==> src/rtl/alu_rr_arbiter.sv <==
// -----------------------------------------------------------------------------
// alu_rr_arbiter
//   Shares one combinational alu between two valid/ready requesters.
//   A round-robin grant picks one request per cycle. The ALU outputs and the
//   winner's id are captured in a single-entry response register, which has
//   valid/ready backpressure.
//
// Ports
//   clk, rst               : rising-edge clock, synchronous active-high reset
//   reqN_valid/reqN_ready  : request handshake for requester N (N = 0, 1)
//   reqN_a, reqN_b, reqN_op: operands and opcode for requester N
//   rsp_valid/rsp_ready    : response handshake
//   rsp_id                 : requester that issued the held response
//   rsp_result, rsp_carry,
//   rsp_overflow, rsp_zero : registered ALU outputs
//   gnt_cnt0, gnt_cnt1     : saturating accept counters (ALU_ARB_STATS_EN only)
//
// Build option
//   ALU_ARB_STATS_EN : adds the gnt_cnt0/gnt_cnt1 outputs and their counters.
//
// ALU opcode encoding (alu module)
//   0000 ADD   carry = bit WIDTH of the sum, overflow = signed overflow
//   0001 SUB   carry = borrow,              overflow = signed overflow
//   0010 AND   0011 OR   0100 XOR
//   0101 SHL by 1   0110 SHR by 1 (logical)
//   0111 CMP   result = {'0, a > b} (unsigned)
//   other      result = 0
//   zero = (result == 0) for every opcode
// -----------------------------------------------------------------------------
module alu #(
  parameter int unsigned WIDTH = 16
) (
  input  logic [WIDTH-1:0] a,
  input  logic [WIDTH-1:0] b,
  input  logic [3:0]       op,
  output logic [WIDTH-1:0] result,
  output logic             carry,
  output logic             overflow,
  output logic             zero
);

  logic [WIDTH:0] sum;
  logic [WIDTH:0] diff;

  always_comb begin
    sum      = {1'b0, a} + {1'b0, b};
    diff     = {1'b0, a} - {1'b0, b};
    result   = '0;
    carry    = 1'b0;
    overflow = 1'b0;
    unique case (op)
      4'b0000: begin
        result   = sum[WIDTH-1:0];
        carry    = sum[WIDTH];
        overflow = (a[WIDTH-1] == b[WIDTH-1]) && (sum[WIDTH-1] != a[WIDTH-1]);
      end
      4'b0001: begin
        result   = diff[WIDTH-1:0];
        carry    = diff[WIDTH];
        overflow = (a[WIDTH-1] != b[WIDTH-1]) && (diff[WIDTH-1] != a[WIDTH-1]);
      end
      4'b0010: result = a & b;
      4'b0011: result = a | b;
      4'b0100: result = a ^ b;
      4'b0101: result = {a[WIDTH-2:0], 1'b0};
      4'b0110: result = {1'b0, a[WIDTH-1:1]};
      4'b0111: result[0] = (a > b);
      default: result = '0;
    endcase
    zero = (result == '0);
  end

endmodule

module alu_rr_arbiter #(
  parameter int unsigned WIDTH = 16
) (
  input  logic             clk,
  input  logic             rst,
  input  logic             req0_valid,
  output logic             req0_ready,
  input  logic [WIDTH-1:0] req0_a,
  input  logic [WIDTH-1:0] req0_b,
  input  logic [3:0]       req0_op,
  input  logic             req1_valid,
  output logic             req1_ready,
  input  logic [WIDTH-1:0] req1_a,
  input  logic [WIDTH-1:0] req1_b,
  input  logic [3:0]       req1_op,
  output logic             rsp_valid,
  input  logic             rsp_ready,
  output logic             rsp_id,
  output logic [WIDTH-1:0] rsp_result,
  output logic             rsp_carry,
  output logic             rsp_overflow,
  output logic             rsp_zero
`ifdef ALU_ARB_STATS_EN
  ,
  output logic [15:0]      gnt_cnt0,
  output logic [15:0]      gnt_cnt1
`endif
);

  typedef enum logic {
    EMPTY = 1'b0,
    FULL  = 1'b1
  } state_e;

  state_e           state_q, state_d;
  logic             last_grant_q, last_grant_d;
  logic             id_q, id_d;
  logic [WIDTH-1:0] result_q, result_d;
  logic             carry_q, carry_d;
  logic             overflow_q, overflow_d;
  logic             zero_q, zero_d;

  logic             slot_free;
  logic             gnt_valid;
  logic             gnt_id;
  logic             accept;

  logic [WIDTH-1:0] alu_a, alu_b;
  logic [3:0]       alu_op;
  logic [WIDTH-1:0] alu_result;
  logic             alu_carry, alu_overflow, alu_zero;

  // Grant and datapath mux. With both requesters valid the one that did not
  // win last time goes, which gives strict alternation under full load.
  always_comb begin
    gnt_valid = req0_valid | req1_valid;
    gnt_id    = (req0_valid && req1_valid) ? ~last_grant_q : req1_valid;
    slot_free = (state_q == EMPTY) || rsp_ready;
    accept    = slot_free && gnt_valid && !rst;
    alu_a     = gnt_id ? req1_a  : req0_a;
    alu_b     = gnt_id ? req1_b  : req0_b;
    alu_op    = gnt_id ? req1_op : req0_op;
  end

  alu #(
    .WIDTH(WIDTH)
  ) u_alu (
    .a        (alu_a),
    .b        (alu_b),
    .op       (alu_op),
    .result   (alu_result),
    .carry    (alu_carry),
    .overflow (alu_overflow),
    .zero     (alu_zero)
  );

  // State register
  always_ff @(posedge clk) begin
    if (rst) begin
      state_q      <= EMPTY;
      last_grant_q <= 1'b1;
      id_q         <= 1'b0;
      result_q     <= '0;
      carry_q      <= 1'b0;
      overflow_q   <= 1'b0;
      zero_q       <= 1'b1;
    end else begin
      state_q      <= state_d;
      last_grant_q <= last_grant_d;
      id_q         <= id_d;
      result_q     <= result_d;
      carry_q      <= carry_d;
      overflow_q   <= overflow_d;
      zero_q       <= zero_d;
    end
  end

  // Next state. A drain and an accept in the same cycle keep the slot FULL.
  always_comb begin
    state_d      = state_q;
    last_grant_d = last_grant_q;
    id_d         = id_q;
    result_d     = result_q;
    carry_d      = carry_q;
    overflow_d   = overflow_q;
    zero_d       = zero_q;
    if (accept) begin
      state_d      = FULL;
      last_grant_d = gnt_id;
      id_d         = gnt_id;
      result_d     = alu_result;
      carry_d      = alu_carry;
      overflow_d   = alu_overflow;
      zero_d       = alu_zero;
    end else if ((state_q == FULL) && rsp_ready) begin
      state_d = EMPTY;
    end
  end

  // Outputs
  always_comb begin
    req0_ready   = slot_free && gnt_valid && !gnt_id && !rst;
    req1_ready   = slot_free && gnt_valid &&  gnt_id && !rst;
    rsp_valid    = (state_q == FULL);
    rsp_id       = id_q;
    rsp_result   = result_q;
    rsp_carry    = carry_q;
    rsp_overflow = overflow_q;
    rsp_zero     = zero_q;
  end

`ifdef ALU_ARB_STATS_EN
  logic [15:0] cnt0_q, cnt0_d;
  logic [15:0] cnt1_q, cnt1_d;

  always_comb begin
    cnt0_d = cnt0_q;
    cnt1_d = cnt1_q;
    if (accept && !gnt_id && (cnt0_q != '1)) cnt0_d = cnt0_q + 16'd1;
    if (accept &&  gnt_id && (cnt1_q != '1)) cnt1_d = cnt1_q + 16'd1;
  end

  always_ff @(posedge clk) begin
    if (rst) begin
      cnt0_q <= '0;
      cnt1_q <= '0;
    end else begin
      cnt0_q <= cnt0_d;
      cnt1_q <= cnt1_d;
    end
  end

  assign gnt_cnt0 = cnt0_q;
  assign gnt_cnt1 = cnt1_q;
`endif

endmodule

==> config.mk <==
export PLATFORM = sky130hd
export DESIGN_NAME = alu_rr_arbiter
export DESIGN_NICKNAME = d
export VERILOG_FILES = /design/src/rtl/alu_rr_arbiter.sv
export SDC_FILE = /design/constraint.sdc
export NUM_CORES = 1
export LEC_CHECK = 0
export ABC_AREA = 0
export CORE_UTILIZATION = 46
export DETAILED_ROUTE_END_ITERATION = 10
export PLACE_DENSITY = 0.75
export SYNTH_ARGS = -nofsm -noshare
export SYNTH_HDL_FRONTEND = slang
export SYNTH_SLANG_ARGS = --single-unit
==> constraint.sdc <==
create_clock -name clk -period 13.48 [get_ports clk]
set_input_delay 1.348 -clock clk [delete_from_list [all_inputs] [get_ports clk]]
set_output_delay 1.348 -clock clk [all_outputs]
set_load 0.005 [all_outputs]
==> impl_metrics.toml, run 1 <==
# flow metrics
[status]
outcome = "completed"

[setup_path]
reg2reg_depth = 14
critPathMaxFanout = 41
ff2ff_setup_slack_ns = 8.78
path_common_cell = "nand4_1"
rr_endpoint = "rsp_zero"

[place]
gp_congestion = 0.9777
pre_cts_ws_ns = 7.273
placed_cells = 769

[yosys]
xor_share = 0.01056
synthArstFlopShare = 0
yosys_area_um2 = 4145
avgSynthCellArea_um2 = 6.943
ys_sh_simple = 0.2475
ys.flop_type = "dfxtp_1"

[route]
ant_nets = 0
drc_errors = 0
first_pass_iters = 6

[cts]
cts_root_buf = "clkbuf_8"
post_cts_buffers = 0
cts.htree.levels = 1
cts-hold-fix-buffers = 0
clk_path_buf_depth = 2
cts.clk_slew.worst_paths_ns = 0.08

[floorplan]
die_h_um = 96.93
ios = 100
initCoreUtil = 0.4753
die-area_um2 = 9395

[layout]
dominant_cells = "multi-input combinational cells"
nNonClkBuffers = 106
drive_above_1_share = 0.05263
final_nets = 796
seqCellArea_um2 = 440.4
inverters = 49

[timing]
skew_ns = 0.004174
fmax_mhz = 165.3

[global_routing]
grt_first_pass_wirelength_mm = 23.87
grt_max_degree = 42

[worst_hold_path]
holdCritPathClass = "register to register"

[power_and_ir_drop]
power_density_nw_per_um2 = 74.77
vdd_drop_max_mv = 0.05318
-- run 1: layout by cell type (no fill, tap or decap), types with 7 or more instances in the layout --
cell and instances:
ha_1 51, mux2i_1 17, clkdlybuf4s50_1 99, nand2_1 79, buf_4 7, nor2_1 62
a221oi_1 9, nand2b_1 9, nand3_1 9, nand4_1 7, inv_1 49, nor3_1 16
dfxtp_1 22, o21bai_1 7, o22ai_1 11, a211oi_1 12, o21ai_0 22, a21oi_1 43
o211ai_1 10, mux2_2 7
-- run 1: critical path, delay by kind of cell --
family / cells / cell delay (ns)
compound gates: 7 / 2.33
fa+ha+maj: 1 / 0.43
buf+inv: 3 / 1.14
mux: 1 / 0.42
simple gates: 3 / 0.55
-- run 1: synthesized netlist by cell type (all sizes together), types with 3 or more instances --
cell      n
nand2    79
nor4      5
nor2     62
o31ai     4
a31oi     6
mux2      7
dfxtp    22
a221oi    9
o22ai    11
o211ai   10
nor4bb    6
ha       51
o21a      4
a2111oi   4
inv      49
a211oi   12
a211o     3
nor4b     6
o21bai    7
nor3     17
nand4     7
a221o     3
mux2i    22
nand3    10
o311ai    3
a21o      3
or3       3
buf       7
and2      4
o221ai    3
o21ai    22
clkbuf   35
a22oi     4
a21oi    43
xnor2     4
nand2b    9
o221a     3
-- run 1: report_power, final --
part / internal [W] / total [W] / leakage, nW / switching, W
Combinational: 0.000109 / 0.000256 / 2.02 / 0.000147
Sequential: 0.0000724 / 0.0000764 / 0.182 / 0.00000396
Clock: 0.0000396 / 0.0000601 / 0.0357 / 0.0000204
-- run 1: per-layer routing --
metal,part of all wire,vias up,routed length [um]
li1,-,2308,-
met1,0.44,2214,6603
met2,0.45,263,6696
met3,0.082,42,1222
met4,0.026,0,387
met5,0,-,0
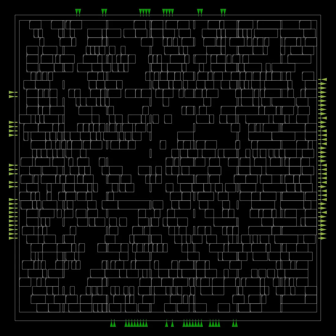
*Placement view, run 1*
fillers: 829
Cell Rows: 34
tap cells: 108
fin util: 0.6016

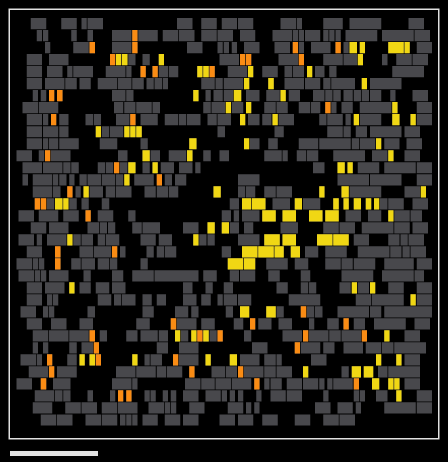
*Logic cells by family, run 1*
Scale bar: 20 um.
| color | family | cells | where |
|---|---|---|---|
| yellow | nor cells | 99 | all over the die |
| orange | inv cells | 49 | all over the die |
Post-Layout Cell Count: 773
most common cell after layout, fill and taps aside: clkdlybuf4s50_1
Comb/total area: 0.6427

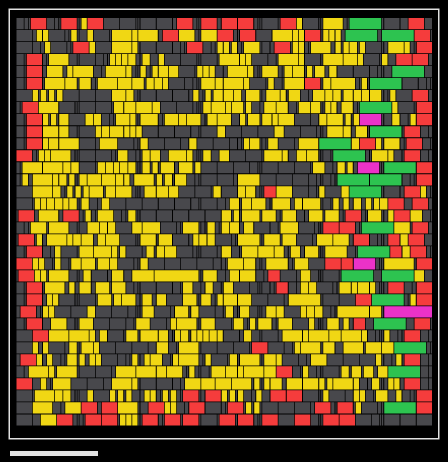
*Placed cells, one color a class, run 1*
Scale bar: 20 um. Fill, decap, tap and diode cells in gray.
| color | class | cells |
|---|---|---|
| green | registers | 22 |
| magenta | clock drivers and dummy loads | 4 |
| yellow | remaining logic cells | 533 |
| red | remaining buffers and delay cells | 106 |

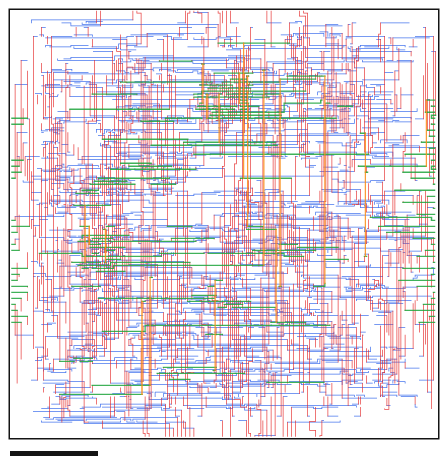
*Routed metal, one color a layer, run 1*
Scale bar: 20 um.
| color | layer | wire length |
|---|---|---|
| orange | M4 | 388 um |
| red | M2 | 6700 um |
| blue | M1 | 6600 um |
| green | M3 | 1220 um |
Routed WL per cell: 19.29 um
Total Routing Usage GR: 0.3110
Routed WL: 14.91 mm
via count: 4827

==> run 1 -> run 2 <==
==> constraint.sdc (replaced) <==
create_clock -name clk -period 6 [get_ports clk]
set_input_delay 0.6 -clock clk [delete_from_list [all_inputs] [get_ports clk]]
set_output_delay 0.6 -clock clk [all_outputs]
set_load 0.005 [all_outputs]
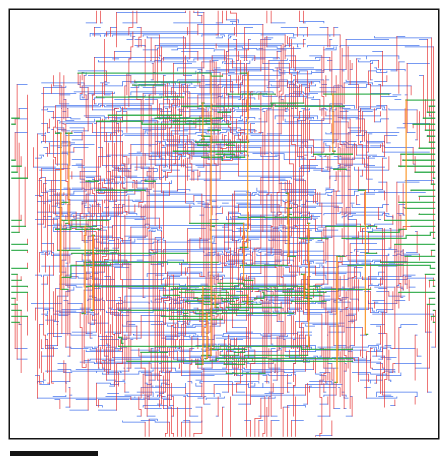
*Routed metal, one color a layer, run 2*
Scale bar: 20 um.
| color | layer | wire length |
|---|---|---|
| orange | M4 | 400 um |
| blue | M1 | 6340 um |
| green | M3 | 1190 um |
| red | M2 | 6720 um |

==> impl_metrics.toml, run 2 <==
# flow metrics
[yosys]
synthArstFlopShare = 0
ys_top_cells_by_count = "nand2_1, nor2_1, ha_1"
synth.most_common_cell = "nand2_1"
ys.flop_type = "dfxtp_1"
yosys.area_share.aoi = 0.3133
synth_area_um2 = 4145
ys_sh_simple = 0.2475
avgSynthCellArea_um2 = 6.943
xor_share = 0.01056

[layout]
layout_top_cell = "clkdlybuf4s50_1"
final_nets = 801
mostFrequentLayoutCells = "clkdlybuf4s50_1, nand2_1, nor2_1"
drive_above_1_share = 0.05522

[global_routing]
grt_first_pass_wirelength_mm = 23.20
grt_max_degree = 28
grt-busiest-layer = "met2"
grt_overflow_total = 0
grt_usage = 0.3019

[cts]
cts_root_buf = "clkbuf_8"
clk_path_buf_depth = 2
cts.clk_slew.worst_paths_ns = 0.08
cts-hold-fix-buffers = 0
post_cts_buffers = 0

[power_and_ir_drop]
power_density_nw_per_um2 = 168.5
sequentialPowerShare = 0.193
vdd_drop_max_mv = 0.1337
swShare = 0.4374
power_leakage_nw = 2.264
p_clk_frac = 0.155
comb_power_share = 0.652
p_int_w = 0.0004998
power_switching_w = 0.0003885

[floorplan]
ios = 100
row_count = 34
die-area_um2 = 9395
die_h_um = 96.93

[setup_path]
cp-end-kind = "register"
path_common_cell = "o31ai_2"
critPathMaxFanout = 14
cpPeakStageDelay_ns = 0.56
path_delay_family = "AND-OR/OR-AND gates"
ff2ff_setup_slack_ns = 1.56
cp.required_ns = 6.19
rr_endpoint = "rsp_zero"
cp-start-kind = "primary input"

[worst_hold_path]
min_from = "rsp_overflow"
worst_hold_path.endpoint = "rsp_overflow"

[timing]
fmax_mhz = 198.9
skew_ns = 0.007332
slew_violations = 0
tightest_slew_ns = 0.9059

[route]
wl_per_cell_um = 18.84
top_layer_used = "met4"
routed_wl_mm = 14.65
ant_nets = 0
wl_met3_mm = 1.193
first_pass_iters = 6
vias = 4895
wl_met1_mm = 6.344
wl_met2_mm = 6.716
drc_errors = 0

[status]
outcome = "completed"

[run]
warnings = 61

[place]
dpl.hpwl_mm = 11.41
pre_cts_ws_ns = 0.7599
gp_congestion = 1.016
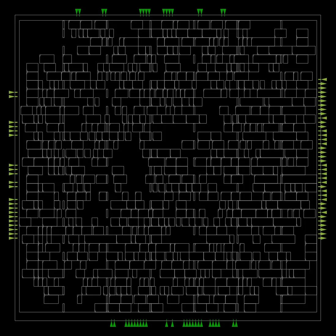
*Placement view, run 2*
fin util: 0.6046
Seq/total area: 0.08353
Post-Layout Cell Count: 778
core area: 8721 um2
Seq Cell Count: 22

-- run 2: per-stage QoR --
stage               std cells  power (W)  instance area [um2]  hold slack (ns)
CTS                       778  0.0008761                 5273           0.4769
global placement          774  0.0007327                 5201           0.4427
detailed placement        774  0.0007380                 5201           0.4658
finish                    778  0.0008883                 5273           0.4719
floorplan                 597  0.0005409                 4145           0.4527
global route              778  0.0009475                 5273           0.4916
-- run 2: power groups by stage --
stage / Clock (W) / Combinational, W / Sequential (W)
2_1_floorplan: 0 / 0.000365 / 0.000176
3_3_place_gp: 0 / 0.000558 / 0.000174
3_5_place_dp: 0 / 0.000563 / 0.000175
4_1_cts: 0.000138 / 0.000566 / 0.000172
5_1_grt: 0.000145 / 0.000629 / 0.000174
6_report: 0.000138 / 0.000579 / 0.000171
-- run 2: final cells by class --
cell class                      count  area, um2
Fill cell                         806       3448
Multi-Input combinational cell    484       3361
Timing Repair Buffer              111       1081
Sequential cell                    22      440.4
Inverter                           49      183.9
Tap cell                          108      135.1
Clock buffer                        3      41.29
Clock inverter                      1      30.03
-- run 2: how the worst max path moves through the flow --
| stage | start | to | slack, ns | depth (start not counted) |
|---|---|---|---|---|
| floorplan | req1_valid | rsp_zero | 1.22 | 18 |
| global placement | req1_valid | rsp_zero | 0.89 | 14 |
| detailed placement | req1_valid | rsp_zero | 0.76 | 14 |
| CTS | req0_valid | rsp_zero | 1.05 | 14 |
| global route | req1_valid | rsp_zero | 0.78 | 14 |
| finish | req1_valid | rsp_zero | 0.97 | 14 |
-- run 2: kinds of logic after synthesis --
group | Yosys count
fa+ha+maj | 53
buf+inv | 91
compound gates | 180
flops | 22
xor+xnor | 5
simple gates | 217
mux | 29
No activity file was given, so power comes from the tool's default toggle rates.
